==> images/route_heat.png <==
Bar = 20 um. 15 x 29 tiles, from dark blue (low) to red (high), scaled to the fullest tile. Values are wire area over tile area, all layers added.
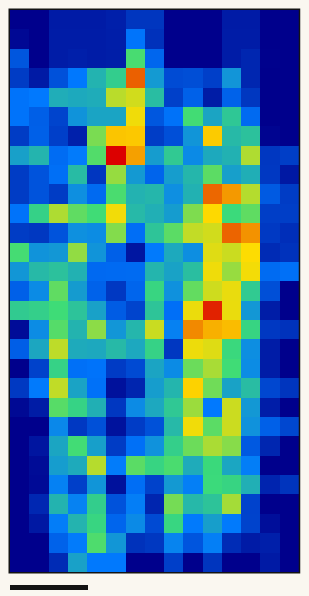
==> images/util_map.png <==
Bar = 20 um. 7 x 14 tiles, from dark blue (low) to red (high), 0 to 100% covered.
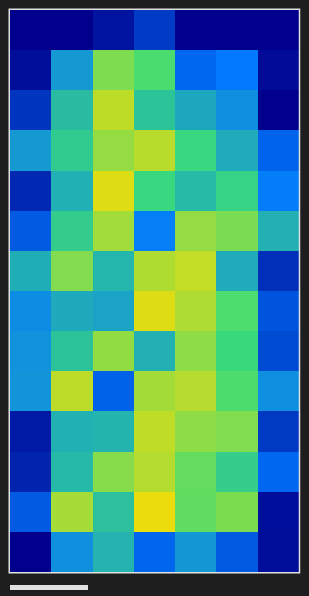
==> images/congestion_map.png <==
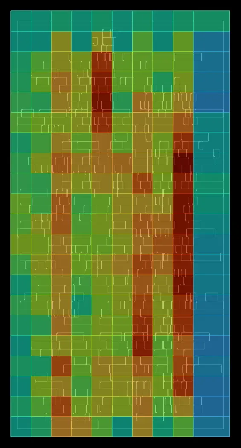
==> images/class_map.png <==
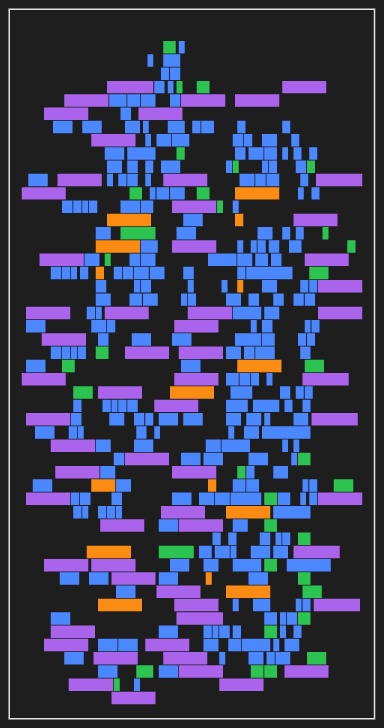
Design imem_loader, sky130hd; sources not shown.
==> Changelog: implementation <==
### Physical design

* Status: complete, but fails checks
* Main flop type: dfrtp_1
* Fin worst setup slack at -0.362 ns
* Longest Clk Path Bufs at 2
* First-pass GRT wire length at 14900 um
* Final std cells w/o fill at 505
* Fin. Hold Viols at 0
* Post-route ant nets at 0
* Initial antenna violation count at 0
* Leakage at 1.68 nW
* Final Cycle Share at 119%
* Async S/R FF share, synth at 100%
* Gate power share at 35.9%
* Hold WC Path Type: input pin to flip-flop
* Post-Synthesis Cells at 344
* Yosys Chip Area at between 3000 and 4000 um^2
* F_max at ~440 MHz
* Delay of the slowest critical-path stage at 0.43 ns
* Layout Nets at 382
* Sw frac at 36.4%
* Count of tool warnings at 28
* Share of post-route cells with drive strength above 1 at 30.0%
* Max-slew violation total from the final report at 0
* Peak supply drop at around 0.64 mV
* Reg2Reg Setup Slack at -0.36 ns
* RSZ-0062 raised after global routing: true
* Failing checks: setup timing
* DP HPWL at approximately 7000 um
* # H-tree levels at 3
* Num Clock Sinks at 60
* CP required at 2.11 ns
* CTS tree: yes
* Global route overflow at 0
* Vias in the first global route at 2723
* Worst-Margin Slew at 0.712 ns
* Crit path cell chain: buf_6, nand4_1, buf_4, nor4b_2, o2111ai_2, nor4_2, nand4_1, a221o_1
* Synthesized area per cell at 9.82 um^2
* Pwr Density at 1380 nW/um^2
* Ant diodes at 0
* Number of setup violations in the final report at 9
* Crit path time final at 2.26 ns
* CP Class: flip-flop to flip-flop
* Die ar. at 10800 um^2
About route_heat.png:
tiles over half the peak: 18%
mean over tiles: 0.14
fullest tile: 0.49
densest ninth of the die: middle right
drt total wl: 9630 um
vias post-DR: 2785

About util_map.png:
emptiest ninth of the die: upper right
mean over tiles: 37%
fullest tile: 72%
nearly empty tiles: 7.1%
Core Area: 9700 um^2
Util after Layout: 43.2%
initial core utilization: 34.8%

About congestion_map.png:
overall routing resource usage: 18.6%
GRT Max-Usage Layer: met2

About class_map.png:
| colour | class | cells |
|---|---|---|
| purple | registers | 60 |
| blue | remaining logic cells | 263 |
| green | remaining buffers and delay cells | 35 |
| orange | clock drivers and dummy loads | 15 |
fin area: 4190 um^2
Placement Rows: 51
sequential portion of the cell area: 36.1%

[per-layer routing]
layer | share of wire (%) | global-route usage, % | vias to the layer above
li1 | - | - | 1315
met1 | 37 | 20.4 | 1386
met2 | 57 | 32.8 | 63
met3 | 3.1 | 3.40 | 21
met4 | 3.4 | 8.66 | 0
met5 | 0 | 0 | -
[power groups by stage]
stage	combinational [mW]	clock, mW	sequential (mW)
4_1_cts	1.79	1.51	2.22
6_report	2.07	1.47	2.24
2_1_floorplan	1.45	0	2.11
5_1_grt	2.28	1.58	2.30
3_5_place_dp	1.79	0	2.24
3_3_place_gp	1.76	0	2.22
[layout make-up]
class | instances | area (um^2)
clock buffer | 12 | 246
multi-input combinational | 254 | 1940
buffer | 18 | 125
tap | 132 | 165
fill | 999 | 5510
sequential | 60 | 1510
timing repair buffer | 17 | 155
inverter | 9 | 33.8
clock inverter | 3 | 15.0
[kinds of logic after synthesis]
logic type / count (synthesis) / synth area share (%)
fa+ha+maj: 1 / 0.370
mux: 31 / 10.3
flops: 60 / 44.4
buf+inv: 30 / 3.89
xor+xnor: 31 / 8.26
simple gates: 99 / 15.3
compound gates: 92 / 17.4
[metrics by stage]
step | TNS [ns] | hold slack, ns | setup WS (ns) | power (mW)
3_5_place_dp | -10.88 | 0.237 | -0.627 | 4.02
6_report | -0.821 | 0.0102 | -0.362 | 5.78
4_1_cts | -11.91 | -0.111 | -0.668 | 5.52
3_3_place_gp | -44.93 | 0.343 | -0.778 | 3.97
5_1_grt | -1.93 | 0.00364 | -0.452 | 6.16
2_1_floorplan | -0.0512 | 0.341 | -0.0512 | 3.57
[worst max-delay path, delay by kind of cell (launching register included)]
| kind | cells | cell delay (ns) |
|---|---|---|
| and+or+nand+nor | 4 | 0.91 |
| AOI/OAI and AO/OA | 2 | 0.48 |
| buffers and inverters | 2 | 0.31 |
| DFF | 1 | 0.43 |
[cell usage in the layout (no fill, tap or decap), drive strengths merged, types with 8 or more instances in the layout]
cell type / synthesis / layout
a21oi: 9 / 9
buf: 8 / 27
clkbuf: 13 / 19
dfrtp: 60 / 60
inv: 8 / 8
mux2: 31 / 31
nand2: 27 / 27
nand2b: 10 / 10
nand3: 8 / 8
nand4: 8 / 8
nor2: 19 / 19
o21ai: 42 / 42
xnor2: 11 / 11
xor2: 20 / 20
[cells in the mapped netlist, types with 7 or more instances]
cell type,n,area share [%]
dfrtp_1,60,44
inv_1,8,0.89
nand4_1,8,1.5
o31ai_1,7,1.6
xnor2_1,11,2.9
nor4_1,7,1.3
nand2_1,27,3.0
clkbuf_1,12,1.3
a21oi_1,9,1.3
xor2_1,19,4.9
nand3_1,7,1.0
nor2_1,19,2.1
nand2b_1,10,1.9
o21ai_0,42,6.2
mux2_2,31,10
Power figures rest on the tool's default switching activity, not on a simulated workload.
